Run 1, supply network:
Scale bar: 20 µm. Pins as bars on the die edge.
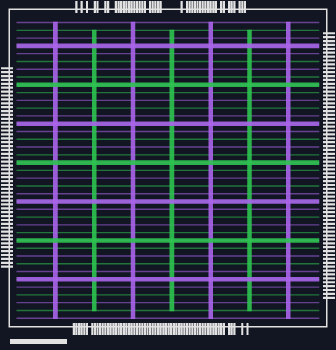
Run 1, placed cells, one color a class:
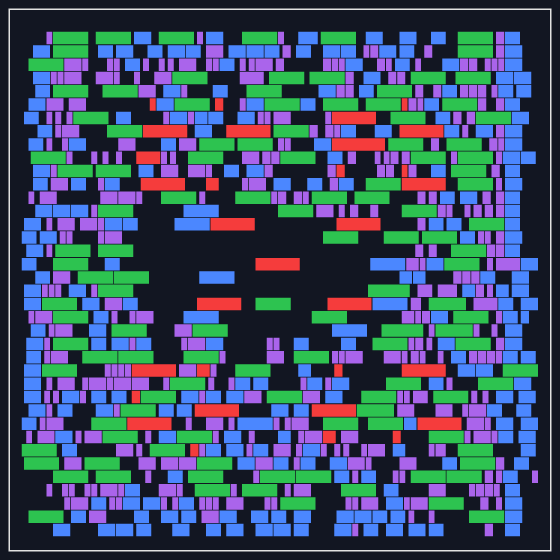
Run 1, clock distribution:
Scale bar: 20 µm.
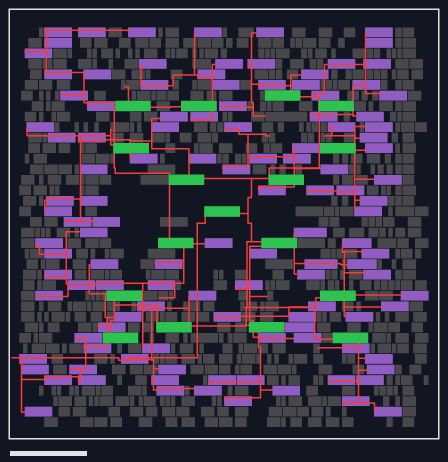
Run 1, routed metal, one color a layer:
Scale bar: 20 µm.
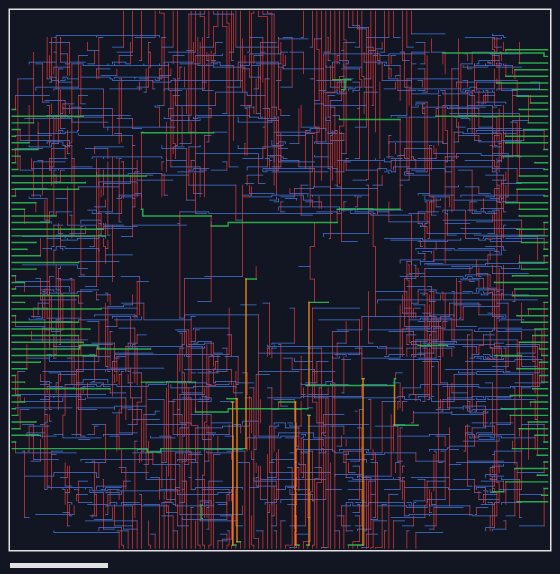
<file path="src/rtl/fpu_short_issuer.sv">
// Initiator for the short-latency FPU port: accepts one op, pulses fpu_en, captures result for writeback.
// Latency: accept -> wb_valid is FPU latency + 1 cycles (minimum 2); one op in flight.
// Backpressure: req_ready drops while an op is pending; wb_valid holds until wb_ready, and a new op may be accepted in the release cycle.
//
// Ports:
//   clk, rstn                     clock, synchronous active-low reset
//   req_valid/req_ready + req_*   op from execute (x, y, funct5, rm, rd tag)
//   fpu_en, fpu_x/y/funct5/rm     one-cycle start pulse and registered operands to the FPU
//   fpu_res, fpu_valid            FPU result and strobe
//   wb_valid/wb_ready, wb_data/rd buffered result to writeback
//   busy, timeout_err             op pending, sticky FPU timeout flag
// Optional feature: define FPU_ISSUE_TIMEOUT_EN to bound the wait for fpu_valid to TIMEOUT_CYCLES.
module fpu_short_issuer #(
  parameter int unsigned RD_W           = 5,
  parameter int unsigned TIMEOUT_CYCLES = 64
) (
  input  logic            clk,
  input  logic            rstn,
  input  logic            req_valid,
  output logic            req_ready,
  input  logic [31:0]     req_x,
  input  logic [31:0]     req_y,
  input  logic [4:0]      req_funct5,
  input  logic [2:0]      req_rm,
  input  logic [RD_W-1:0] req_rd,
  output logic            fpu_en,
  output logic [31:0]     fpu_x,
  output logic [31:0]     fpu_y,
  output logic [4:0]      fpu_funct5,
  output logic [2:0]      fpu_rm,
  input  logic [31:0]     fpu_res,
  input  logic            fpu_valid,
  output logic            wb_valid,
  input  logic            wb_ready,
  output logic [31:0]     wb_data,
  output logic [RD_W-1:0] wb_rd,
  output logic            busy,
  output logic            timeout_err
);

  if (TIMEOUT_CYCLES < 2) begin : g_bad_cfg
    $error("fpu_short_issuer: TIMEOUT_CYCLES must be >= 2");
  end

  typedef enum logic [1:0] {IDLE, WAIT, RESP} state_e;

  state_e            state_q, state_d;
  logic [31:0]       x_q, x_d, y_q, y_d;
  logic [4:0]        f5_q, f5_d;
  logic [2:0]        rm_q, rm_d;
  logic [RD_W-1:0]   rd_q, rd_d;
  logic              en_q, en_d;
  logic              wbv_q, wbv_d;
  logic [31:0]       wbd_q, wbd_d;
  logic [RD_W-1:0]   wbrd_q, wbrd_d;
  logic              accept;

`ifdef FPU_ISSUE_TIMEOUT_EN
  localparam int CNT_W = $clog2(TIMEOUT_CYCLES + 1);
  logic [CNT_W-1:0]  cnt_q, cnt_d;
  logic              terr_q, terr_d;
`endif

  // Ready in RESP depends on wb_ready so the release cycle can take the next op (no bubble).
  assign req_ready = (state_q == IDLE) | ((state_q == RESP) & wb_ready);
  assign accept    = req_valid & req_ready;

  always_comb begin
    state_d = state_q;
    x_d     = x_q;
    y_d     = y_q;
    f5_d    = f5_q;
    rm_d    = rm_q;
    rd_d    = rd_q;
    en_d    = 1'b0;
    wbv_d   = wbv_q;
    wbd_d   = wbd_q;
    wbrd_d  = wbrd_q;
`ifdef FPU_ISSUE_TIMEOUT_EN
    cnt_d   = cnt_q;
    terr_d  = terr_q;
`endif

    unique case (state_q)
      IDLE: begin
        if (accept) state_d = WAIT;
      end
      WAIT: begin
        // fpu_valid is honoured even in the fpu_en cycle and takes priority over the timeout.
        if (fpu_valid) begin
          wbd_d   = fpu_res;
          wbrd_d  = rd_q;
          wbv_d   = 1'b1;
          state_d = RESP;
        end
`ifdef FPU_ISSUE_TIMEOUT_EN
        else if (cnt_q == CNT_W'(TIMEOUT_CYCLES)) begin
          wbd_d   = 32'h7FC0_0000;  // canonical quiet NaN
          wbrd_d  = rd_q;
          wbv_d   = 1'b1;
          terr_d  = 1'b1;
          state_d = RESP;
        end else begin
          cnt_d = cnt_q + CNT_W'(1);
        end
`endif
      end
      RESP: begin
        if (wb_ready) begin
          wbv_d   = 1'b0;
          state_d = accept ? WAIT : IDLE;
        end
      end
      default: state_d = IDLE;
    endcase

    if (accept) begin
      x_d  = req_x;
      y_d  = req_y;
      f5_d = req_funct5;
      rm_d = req_rm;
      rd_d = req_rd;
      en_d = 1'b1;
`ifdef FPU_ISSUE_TIMEOUT_EN
      cnt_d = '0;
`endif
    end
  end

  always_ff @(posedge clk) begin
    if (!rstn) begin
      state_q <= IDLE;
      x_q     <= '0;
      y_q     <= '0;
      f5_q    <= '0;
      rm_q    <= '0;
      rd_q    <= '0;
      en_q    <= 1'b0;
      wbv_q   <= 1'b0;
      wbd_q   <= '0;
      wbrd_q  <= '0;
`ifdef FPU_ISSUE_TIMEOUT_EN
      cnt_q   <= '0;
      terr_q  <= 1'b0;
`endif
    end else begin
      state_q <= state_d;
      x_q     <= x_d;
      y_q     <= y_d;
      f5_q    <= f5_d;
      rm_q    <= rm_d;
      rd_q    <= rd_d;
      en_q    <= en_d;
      wbv_q   <= wbv_d;
      wbd_q   <= wbd_d;
      wbrd_q  <= wbrd_d;
`ifdef FPU_ISSUE_TIMEOUT_EN
      cnt_q   <= cnt_d;
      terr_q  <= terr_d;
`endif
    end
  end

  assign fpu_en     = en_q;
  assign fpu_x      = x_q;
  assign fpu_y      = y_q;
  assign fpu_funct5 = f5_q;
  assign fpu_rm     = rm_q;
  assign wb_valid   = wbv_q;
  assign wb_data    = wbd_q;
  assign wb_rd      = wbrd_q;
  assign busy       = (state_q != IDLE);
`ifdef FPU_ISSUE_TIMEOUT_EN
  assign timeout_err = terr_q;
`else
  assign timeout_err = 1'b0;
`endif

endmodule

</file>
<file path="config.mk">
export PLATFORM = sky130hd
export DESIGN_NAME = fpu_short_issuer
export DESIGN_NICKNAME = d
export VERILOG_FILES = /design/src/rtl/fpu_short_issuer.sv
export SDC_FILE = /design/constraint.sdc
export NUM_CORES = 1
export LEC_CHECK = 0
export CORE_MARGIN = 2
export CORE_UTILIZATION = 40
export CTS_CLUSTER_DIAMETER = 40
export CTS_CLUSTER_SIZE = 30
export DETAILED_ROUTE_END_ITERATION = 8
export PLACE_DENSITY = 0.78
export SETUP_SLACK_MARGIN = 0.15
export SLEW_MARGIN = 20
export SYNTH_ARGS = -nofsm -noshare
export SYNTH_HDL_FRONTEND = slang
export SYNTH_SLANG_ARGS = --single-unit
</file>
<file path="constraint.sdc">
create_clock -name clk -period 1.6 [get_ports clk]
set_input_delay 0.24 -clock clk [delete_from_list [all_inputs] [get_ports clk]]
set_output_delay 0.24 -clock clk [all_outputs]
set_load 0.005 [all_outputs]
</file>
==> metrics.yaml, run 1 <==
floorplanUtilization_pct: 41.46
tritoncts_num_sinks: 118
synth-main-ff-cell: "dfxtp_1"
fmaxAchievable_mhz: 711.8
drv.max_cap_violation_count: 0
grt_start_max_net_pins: 71
timing.critical_path.from_type: "register"
route.detailed.drc: 0
setup.worst_path.end: "busy"
synthTopCellsByArea: "dfxtp_1 (52%), mux2i_1 (17%), nand2_1 (16%), o21ai_0 (4.3%), nand3_1 (4.1%)"
timing.final.setup_violations: 0
antenna_found_initial: 0
via_count_of_the_first_global_routing_pass: 4340
synth_cell_type_count: 23
insertedDiodeCount: 0
final.fill_count: 938
cp_data_required_time_ns: 1.36
number_of_cells_traversed_by_the_worst_register_to_register_path: 6
drive_above_1_share_pct: 7.888
hpwl_mm: 8.976
fin_area_mm2: 0.007396
grt_pass1_wl_mm: 20.47
run_status: "finished clean"
synth.yosys.chip_area_mm2: 0.004534
clk_root_buffer_cell: "clkbuf_16"
setup.worst_path.class: "reg -> out"
reg_to_reg_endpoint: "fpu_rm[1]$_SDFFE_PN0P_"
areaGrowthSynthToFinish_pct: 63.11
critPathLaunch: "state_q[0]$_SDFFE_PN0P_"
drt-vias-per-instance: 4.775
syn_nets: 630
critPathArrivalTime_ns: 1.16
cp_max_fo: 6
finish.net_count: 850
synthesis.area_mm2: 0.004534
tritoncts.num_buffers: 17
wl_per_cell_um: 14.13
first_pass_iters: 4
static-leakage-power_nw: 3.443
final-max-slew-violation-count: 0
synth.yosys.warnings: 0
warnings: 28
cell_total_in_the_yosys_stat_output: 516
finalWeightedCongestion: 0.8053
global_route.usage.total_pct: 20.53
grt_overflow_total: 0
tritoncts: "yes"
report.final.hold_viol_count: 0
postSynthCellCount: 516
most_numerous_cell_in_the_yosys_netlist: "nand2_1"
worst_hold_path_type: "in -> reg"
placement.cell_area_mm2: 0.006980
die_w_um: 110.5
post_synth.cell_area_avg_um2: 8.787
yosysTopAreaCell: "dfxtp_1"
fin_tns_setup_ns: 0
flops_after_synth: 118
maximum_buffer_depth_of_the_clock_tree: 2
dr.first_iter.drc_count: 251
die_h_um: 110.5
power-per-cell-area_mw_per_mm2: 1064
finalCriticalPeriod_ns: 1.405
finalCritPeriodShare_pct: 87.80
htree_levels: 4
num_rows: 38
route.antenna.remaining_nets: 0
hold_buffers: 0
io_buf_count: 226
asyncSetResetFlopFracSynth_pct: 0
unrepaired_setup_endpoints_after_global_routing: "true"
regToRegSetupSlack_ns: 0.20
clkSlewWorstSetupHoldPaths_ns: 0.05
wl_mm: 12.55
post_synth_most_frequent_cells: "nand2_1 (188), dfxtp_1 (118), mux2i_1 (77)"
die_area_mm2: 0.01220
top_area_share_pct: 52.10
timing.critical_path.to_type: "output port"
num_vias: 4240
count_of_flip_flops_with_a_built_in_enable_after_synthesis: 0
seq_area_frac_synth_pct: 52.10
count_of_boundary_i_o_pins: 228
worst_r2r_startpoint: "state_q[1]$_SDFFE_PN0P_"
Notes on 'supply network' above:
legend:
  purple:
    net: VSS
  green:
    net: VDD
signal pins: 228
met4 straps: 7
met5 straps: 7
core area: 0.01094 mm²
maximum vdd ir drop: 0.5216 mV

Notes on 'placed cells, one color a class' above:
legend:
  green:
    class: flip-flops
    cells: 118
    share_of_their_area: 33%
  red:
    class: clock drivers and dummy loads
    cells: 31
    share_of_their_area: 7.4%
  blue:
    class: other buffers and delay cells
    cells: 243
    share_of_their_area: 32%
  purple:
    class: all other logic
    cells: 356
    share_of_their_area: 27%

Notes on 'clock distribution' above:
legend:
  red:
    item: clock wires
    length: 1,440 µm
  purple:
    item: flip-flops
    count: 118
  green:
    item: cells driving clock nets
    count: 17
flops lie: all over the die
routed clock nets: 18
setup skew after layout: 0.005486 ns
share of power burned in the clock network: 43.3%
Late-Pin Clk Latency: 0.40 ns
power consumed by the clock network: 0.00340 W

Notes on 'routed metal, one color a layer' above:
legend:
  orange:
    layer: met4
    wire_length: 208 µm
  blue:
    layer: met1
    wire_length: 5,030 µm
  red:
    layer: met2
    wire_length: 6,330 µm
  green:
    layer: met3
    wire_length: 976 µm

==> run 1: how the worst min path moves through the flow <==
stage                           start                       to  slack (ns)  cells after the start
3_3_place_gp   fpu_y[11]$_SDFFE_PN0P_   fpu_y[11]$_SDFFE_PN0P_        0.44                      2
6_report                         rstn     rd_q[0]$_SDFFE_PN0P_        0.20                      3
5_1_grt                          rstn  state_q[1]$_SDFFE_PN0P_        0.20                      2
2_1_floorplan                wb_ready    wb_valid$_SDFFE_PN0P_        0.36                      1
3_5_place_dp   fpu_y[31]$_SDFFE_PN0P_   fpu_y[31]$_SDFFE_PN0P_        0.45                      2
4_1_cts                          rstn  state_q[1]$_SDFFE_PN0P_        0.19                      2
==> run 1: cell type report <==
type                       instances  area [µm²]  area share [%]
clock buffer                      21       450.4           6.090
sequential                       118        2374           32.09
inverter                           2       7.507          0.1015
multi-input combinational        354        1961           26.51
timing repair buffer             243        2346           31.72
clock inverter                    10       82.58           1.117
tap                              140       175.2           2.368
==> run 1: state kept, by name, summed over array words and instances (netlist names) <==
register	cells
fpu_funct5	5
fpu_rm	3
wb_rd	5
state_q	2
fpu_y	32
rd_q	5
wb_data	32
fpu_x	32
fpu_en	1
wb_valid	1
==> run 1: layer usage <==
layer	vias to the layer above	wire length, µm	global-route usage (%)
li1	2128	-	-
met1	1934	5032	21.41
met2	162	6333	36.65
met3	16	975	8.836
met4	0	208	7.417
met5	-	0	0
==> run 1: cell usage in the layout, fill, tap and decap left out, types with 2 or more instances in the layout <==
cell / n
clkinv_2: 6
nand2_1: 188
dlygate4sd2_1: 112
mux2i_1: 76
clkinvlp_4: 3
o21ai_0: 39
nand3_1: 37
dfxtp_1: 113
nor2_1: 2
clkbuf_16: 17
buf_12: 8
clkdlybuf4s50_1: 112
dfxtp_2: 3
buf_4: 9
clkbuf_1: 3
inv_2: 2
dfxtp_4: 2
==> run 1: through the flow <==
stage	instances	power (W)	utilization (%)	hold slack, ns	setup WS, ns
6_report	888	0.007866	67.63	0.2008	0.1952
4_1_cts	888	0.007951	67.59	0.1882	0.1470
5_1_grt	888	0.008221	67.63	0.2047	0.1401
2_1_floorplan	516	0.003826	-	0.3568	0.4094
3_3_place_gp	856	0.004612	63.83	0.4409	-0.04027
3_5_place_dp	856	0.004657	63.83	0.4463	-0.03798
==> run 1: critical path: stages, from the launching register on <==
cell and delay (ns):
dfxtp_4 0.36, inv_2 0.07, nand2_1 0.06, dlygate4sd2_1 0.27
==> run 1: timing repair <==
item	in CTS	in global routing
pin swaps	0	0
setup buffers	1	0
resized	119	7
setup endpoints to repair	113	3
==> run 1: cells by family after synthesis <==
group / count (synthesis) / share of synthesized area, %
AND/OR/NAND/NOR: 233 / 21.00
flip-flops: 118 / 52.10
multiplexers: 77 / 17.00
buffers and inverters: 44 / 4.856
AND-OR/OR-AND: 43 / 4.967
other: 1 / 0.08270
==> run 1: report_power, final <==
part / switching (W) / internal [W]
clock network: 0.00126 / 0.00214
logic: 0.000505 / 0.000700
registers: 0.000104 / 0.00315
total: 0.00187 / 0.00600
==> run 2: changes to the inputs <==
--- a/config.mk
+++ b/config.mk
@@ -5,6 +5,7 @@
 export SDC_FILE = /design/constraint.sdc
 export NUM_CORES = 1
 export LEC_CHECK = 0
+export CAP_MARGIN = 20
 export CORE_MARGIN = 2
 export CORE_UTILIZATION = 40
 export CTS_CLUSTER_DIAMETER = 40
Run 2, placed cells, one color a class:
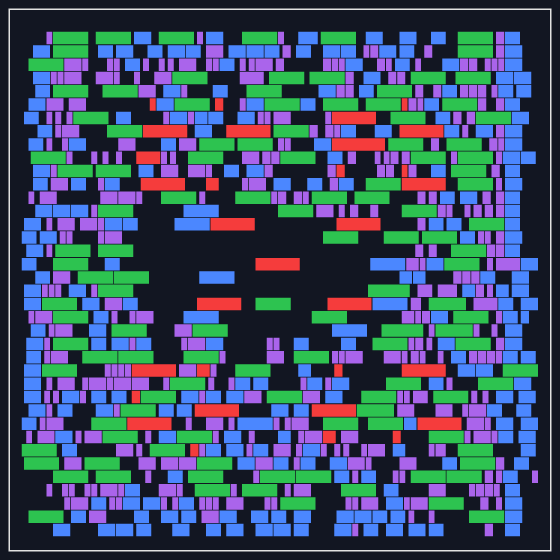
final instance area: 0.007396 mm²
register share of the cell area: 32.09%
post-layout util: 67.63%

Run 2, clock distribution:
Scale bar: 20 µm.
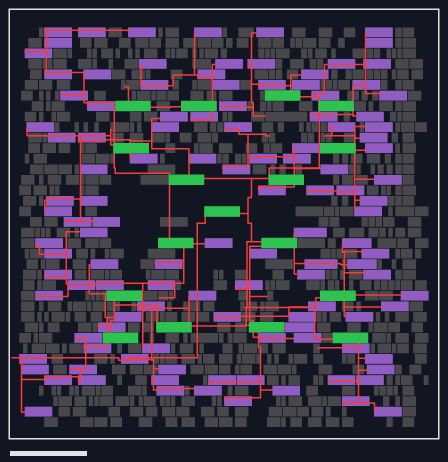
legend:
  purple:
    item: flip-flops
    count: 118
  red:
    item: clock wires
    length: 1,440 µm
  green:
    item: cells driving clock nets
    count: 17
routed clock nets: 18

==> run 2 against run 1 <==
  * Combinational power hardly changed
  * Synthesized cell count stayed put
  * Cell count unchanged
  * Total power is the same
  * Area after synthesis unchanged
  * Core utilization unchanged
==> metrics.yaml, run 2 <==
die_area_mm2: 0.01220
regToRegSetupSlack_ns: 0.20
count_of_flip_flops_with_a_built_in_enable_after_synthesis: 0
synth_cell_type_count: 23
layout.cells.non_filler: 888
hold_ws_ns: 0.2008
timing.final.setup_violations: 0
static-leakage-power_nw: 3.443
die_h_um: 110.5
hold_path_end: "rd_q[0]$_SDFFE_PN0P_"
grt_overflow_total: 0
hpwl_mm: 8.976
hold_path_startpoint: "rstn"
critPathArrivalTime_ns: 1.16
synth.cellmix.simpleShare_pct: 21.00
wl_mm: 12.55
drt-vias-per-instance: 4.775
insertedDiodeCount: 0
setup.worst_path.class: "reg -> out"
warnings: 28
mostFrequentLayoutCells: "nand2_1 (188), dfxtp_1 (113), clkdlybuf4s50_1 (112), dlygate4sd2_1 (112), mux2i_1 (76)"
finish.net_count: 850
final-max-slew-violation-count: 0
top_area_share_pct: 52.10
run_status: "finished clean"
post_synth.cell_area_avg_um2: 8.787
post_synth_most_frequent_cells: "nand2_1 (188), dfxtp_1 (118), mux2i_1 (77)"
clkSlewWorstSetupHoldPaths_ns: 0.05
synth-main-ff-cell: "dfxtp_1"
via_count_of_the_first_global_routing_pass: 4340
finalCritPeriodShare_pct: 87.80
fin_tns_setup_ns: 0
drv.max_cap_violation_count: 0
areaGrowthSynthToFinish_pct: 63.11
yosysTopAreaCell: "dfxtp_1"
synthTopCellsByArea: "dfxtp_1 (52%), mux2i_1 (17%), nand2_1 (16%), o21ai_0 (4.3%), nand3_1 (4.1%)"
global_route.usage.total_pct: 20.53
post-place-cells: 856
synth.yosys.warnings: 0
drive_above_1_share_pct: 7.888
cp_data_required_time_ns: 1.36
route.detailed.drc: 0
fin_skew_ns: 0.005486
wl_per_cell_um: 14.13
finalCriticalPeriod_ns: 1.405
num_vias: 4240
final_common_cell: "nand2_1"
synthesis.area_mm2: 0.004534
synth.yosys.chip_area_mm2: 0.004534
num_rows: 38
finalWeightedCongestion: 0.8053
report.final.hold_viol_count: 0
worst_slack_ns: 0.1952
dpl_worst_slack_ns: -0.03798
grt_start_max_net_pins: 71
tritoncts_num_sinks: 118
core-area_mm2: 0.01094
grt_pass1_wl_mm: 20.47
number_of_cells_traversed_by_the_worst_register_to_register_path: 6
logic_area_mm2: 0.001961
cp_max_fo: 6
postSynthCellCount: 516
antenna_found_initial: 0
route.antenna.remaining_nets: 0
count_of_boundary_i_o_pins: 228
total_power_w: 0.007866
worst_skew_pair.late_latency_ns: 0.40
unrepaired_setup_endpoints_after_global_routing: "true"
cell_total_in_the_yosys_stat_output: 516
io_buf_count: 226
syn_nets: 630
timing.critical_path.to_type: "output port"
die_w_um: 110.5
vdd.ir_drop.worst_mv: 0.5216
first_pass_iters: 4
tritoncts.num_buffers: 17
logic_family: "simple AND/OR/NAND/NOR gates"
worst_r2r_startpoint: "state_q[1]$_SDFFE_PN0P_"
hold_buffers: 0
clk_root_buffer_cell: "clkbuf_16"
htree_levels: 4
maximum_buffer_depth_of_the_clock_tree: 2
tritoncts: "yes"
timing.critical_path.from_type: "register"
floorplanUtilization_pct: 41.46
fmaxAchievable_mhz: 711.8
reg_to_reg_endpoint: "fpu_rm[1]$_SDFFE_PN0P_"
final.fill_count: 938
dr.first_iter.drc_count: 251
synthXorXnorAreaFrac_pct: 0
flops_after_synth: 118
seq_area_frac_synth_pct: 52.10
asyncSetResetFlopFracSynth_pct: 0
power-per-cell-area_mw_per_mm2: 1064
synth_adder_area_share_pct: 0
min_path_cells: 3
muxShareOfSynthArea_pct: 17.00
worst_hold_path_type: "in -> reg"
yosys.area_share.aoi_pct: 4.967
most_numerous_cell_in_the_yosys_netlist: "nand2_1"
final-seq-area_mm2: 0.002374
## run 2: cell counts after synthesis
Identical to the previous run, type by type.
## run 2: through the flow
step,util (%),area (µm²)
CTS,67.59,7391
detailed placement,63.83,6980
finish,67.63,7396
floorplan,-,4534
global route,67.63,7396
global placement,63.83,6980
## run 2: critical path, stage by stage (launching register included)
cell	delay (ns)
dfxtp_4	0.36
inv_2	0.07
nand2_1	0.06
dlygate4sd2_1	0.27
## run 2: worst max path at each step
stage	slack, ns	cells after the start	start	endpoint
after floorplan	0.41	5	state_q[1]$_SDFFE_PN0P_	fpu_x[0]$_SDFFE_PN0P_
after global placement	-0.04	4	wb_ready	req_ready
after detailed placement	-0.04	4	wb_ready	req_ready
after CTS	0.15	3	state_q[1]$_SDFFE_PN0P_	busy
after global routing	0.14	3	state_q[1]$_SDFFE_PN0P_	busy
final	0.20	3	state_q[0]$_SDFFE_PN0P_	busy
## run 2: area by class of cell
type,instances,area share (%)
flip-flops and latches,118,32.09
repair buffers,243,31.72
multi-input cells,354,26.51
clock buffers,21,6.090
well taps,140,2.368
clock inverters,10,1.117
inverters,2,0.1015
## run 2: kinds of logic after synthesis
kind of cell	after synthesis
and+or+nand+nor	233
muxes	77
buffers and inverters	44
other	1
AOI/OAI and AO/OA	43
DFF	118
## run 2: repair_timing
item	in CTS	in global routing
resized	119	7
setup endpoints to repair	113	3
setup buffers	1	0
## run 2: power by group
group | leakage, nW | switching (W) | internal [W]
combinational | 2.22 | 0.000505 | 0.000700
clock | 0.258 | 0.00126 | 0.00214
sequential | 0.969 | 0.000104 | 0.00315
total | 3.44 | 0.00187 | 0.00600
## run 2: routing by layer
layer	share of wire, %	vias to the layer above	global-route usage (%)	wire, µm
met5	0	-	0	0
met4	1.7	0	7.417	208
met3	7.8	16	8.836	975
met2	50	162	36.65	6333
met1	40	1934	21.41	5032
li1	-	2128	-	-
==> run 3: changes to the inputs <==
--- a/config.mk
+++ b/config.mk
@@ -13,7 +13,6 @@
 export DETAILED_ROUTE_END_ITERATION = 8
 export PLACE_DENSITY = 0.78
 export SETUP_SLACK_MARGIN = 0.15
-export SLEW_MARGIN = 20
 export SYNTH_ARGS = -nofsm -noshare
 export SYNTH_HDL_FRONTEND = slang
 export SYNTH_SLANG_ARGS = --single-unit
Run 3, placed cells, one color a class:
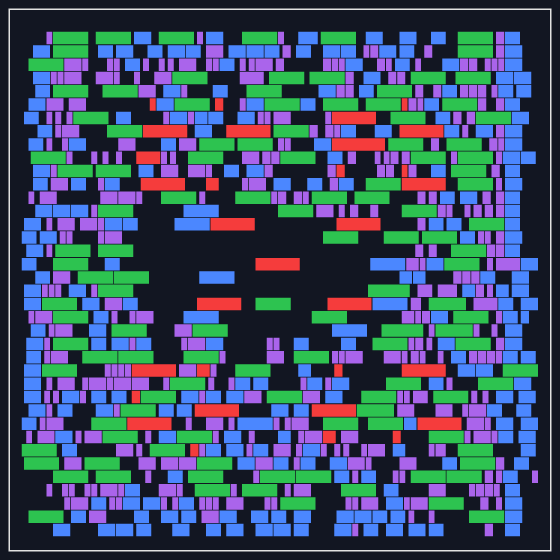
legend:
  green:
    class: flip-flops
    cells: 118
    share_of_their_area: 33%
  purple:
    class: all other logic
    cells: 356
    share_of_their_area: 27%
  blue:
    class: other buffers and delay cells
    cells: 243
    share_of_their_area: 32%
  red:
    class: clock drivers and dummy loads
    cells: 31
    share_of_their_area: 7.4%
Placement Rows: 38

Run 3, supply network:
Scale bar: 20 µm. Pins as bars on the die edge.
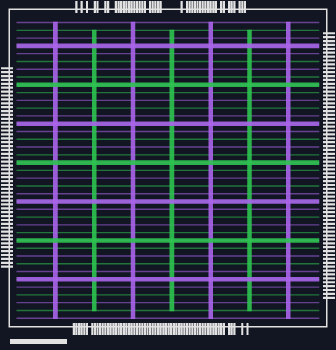
legend:
  green:
    net: VDD
  purple:
    net: VSS
met1 rails: 39
met5 straps: 7
rows: 38
die width: 110.5 µm
Die Ht: 110.5 µm

==> run 3 against run 2 <==
  * Combinational power is essentially flat
  * Count of clock-buffer cells in the layout is the same
  * Hold slack is the same
  * Design area is the same
  * Sequential share of layout area is the same
  * Flip-flop count is the same
  * Critical path depth is the same
  * Sequential power is essentially flat
  * Die size is the same
  * Global-route usage is the same
  * Synthesized cell count is the same
  * Wire length is the same
  * Critical endpoint unchanged
==> metrics.yaml, run 3 <==
postSynthCellCount: 516
syn_nets: 630
finish.net_count: 850
tritoncts_num_sinks: 118
synthTopCellsByArea: "dfxtp_1 (52%), mux2i_1 (17%), nand2_1 (16%), o21ai_0 (4.3%), nand3_1 (4.1%)"
fin_area_mm2: 0.007396
top_area_share_pct: 52.10
cp_max_fo: 6
clkSlewWorstSetupHoldPaths_ns: 0.05
core-area_mm2: 0.01094
worst_slack_ns: 0.1952
die_area_mm2: 0.01220
warnings: 28
count_of_boundary_i_o_pins: 228
wl_per_cell_um: 14.13
drt-vias-per-instance: 4.775
hold_buffers: 0
total_power_w: 0.007866
setup.worst_path.class: "reg -> out"
tritoncts.num_buffers: 17
final-max-slew-violation-count: 0
htree_levels: 4
unrepaired_setup_endpoints_after_global_routing: "true"
global_route.usage.total_pct: 20.53
asyncSetResetFlopFracSynth_pct: 0
finalCriticalPeriod_ns: 1.405
antenna_found_initial: 0
fin_skew_ns: 0.005486
timing.critical_path.from_type: "register"
run_status: "finished clean"
drive_above_1_share_pct: 7.888
cell_total_in_the_yosys_stat_output: 516
grt_overflow_total: 0
maximum_buffer_depth_of_the_clock_tree: 2
fin_util_pct: 67.63
cp_data_required_time_ns: 1.36
grt_start_max_net_pins: 71
timing.final.setup_violations: 0
tritoncts: "yes"
areaGrowthSynthToFinish_pct: 63.11
fmaxAchievable_mhz: 711.8
grt_pass1_wl_mm: 20.47
critPathArrivalTime_ns: 1.16
wl_mm: 12.55
floorplanUtilization_pct: 41.46
layout.cells.non_filler: 888
seq_area_frac_synth_pct: 52.10
report.final.hold_viol_count: 0
placement.cell_area_mm2: 0.006980
synth.yosys.chip_area_mm2: 0.004534
worst_hold_path_type: "in -> reg"
dpl_worst_slack_ns: -0.03798
post-place-cells: 856
dr.first_iter.drc_count: 251
power-per-cell-area_mw_per_mm2: 1064
synth-main-ff-cell: "dfxtp_1"
synth.yosys.warnings: 0
hpwl_mm: 8.976
count_of_flip_flops_with_a_built_in_enable_after_synthesis: 0
vdd.ir_drop.worst_mv: 0.5216
yosysTopAreaCell: "dfxtp_1"
route.antenna.remaining_nets: 0
finalCritPeriodShare_pct: 87.80
mostFrequentLayoutCells: "nand2_1 (188), dfxtp_1 (113), clkdlybuf4s50_1 (112), dlygate4sd2_1 (112), mux2i_1 (76)"
io_buf_count: 226
static-leakage-power_nw: 3.443
num_vias: 4240
post_synth_most_frequent_cells: "nand2_1 (188), dfxtp_1 (118), mux2i_1 (77)"
synth_cell_type_count: 23
route.detailed.drc: 0
finalWeightedCongestion: 0.8053
most_numerous_cell_in_the_yosys_netlist: "nand2_1"
clk_root_buffer_cell: "clkbuf_16"
via_count_of_the_first_global_routing_pass: 4340
post_synth.cell_area_avg_um2: 8.787
synthesis.area_mm2: 0.004534
first_pass_iters: 4
insertedDiodeCount: 0
drv.max_cap_violation_count: 0
worst_skew_pair.late_latency_ns: 0.40
timing.critical_path.to_type: "output port"
final_common_cell: "nand2_1"
flops_after_synth: 118
[run 3: cell counts in the layout (fill, tap and decap cells not counted)]
No cell type changed its count.
[run 3: final timing paths]
path                                  to               startpoint  cells past startpoint  slack [ns]
setup reg to reg  fpu_rm[1]$_SDFFE_PN0P_  state_q[1]$_SDFFE_PN0P_                      6        0.20
hold reg to reg   fpu_x[27]$_SDFFE_PN0P_   fpu_x[27]$_SDFFE_PN0P_                      2        0.45
hold / removal      rd_q[0]$_SDFFE_PN0P_                     rstn                      3        0.20
setup / recovery                    busy  state_q[0]$_SDFFE_PN0P_                      3        0.20
[run 3: what timing repair did]
action / CTS / global route
setup endpoints to repair: 113 / 3
resized: 119 / 7
buffers inserted: 1 / 0
[run 3: area by class of cell]
class	instances	area [µm²]
clock buffers	21	450.4
clock inverters	10	82.58
fillers	938	3540
inverters	2	7.507
multi-input cells	354	1961
flip-flops and latches	118	2374
well taps	140	175.2
repair buffers	243	2346
[run 3: through the flow]
| stage | hold WS (ns) | setup TNS [ns] |
|---|---|---|
| floorplan | 0.3568 | 0 |
| global placement | 0.4409 | -0.04027 |
| detailed placement | 0.4463 | -0.08091 |
| CTS | 0.1882 | 0 |
| global route | 0.2047 | 0 |
| finish | 0.2008 | 0 |
[run 3: kinds of logic after synthesis]
kind of cell	share of synthesized area [%]
AND-OR/OR-AND	4.967
AND/OR/NAND/NOR	21.00
other	0.08270
buffers and inverters	4.856
flip-flops	52.10
multiplexers	17.00
[run 3: power by group]
| part | leakage, nW | internal, W | switching, W |
|---|---|---|---|
| Combinational | 2.22 | 0.000700 | 0.000505 |
| Sequential | 0.969 | 0.00315 | 0.000104 |
| Clock | 0.258 | 0.00214 | 0.00126 |
[run 3: worst max-delay path, cell delays in order (launching register included)]
cell and delay [ns]:
dfxtp_4 0.36, inv_2 0.07, nand2_1 0.06, dlygate4sd2_1 0.27
[run 3: layer usage]
layer / global-route usage [%] / up-vias / wire [µm]
li1: - / 2128 / -
met5: 0 / - / 0
met2: 36.65 / 162 / 6333
met3: 8.836 / 16 / 975
met1: 21.41 / 1934 / 5032
met4: 7.417 / 0 / 208
No activity file was given, so power comes from the tool's default toggle rates.
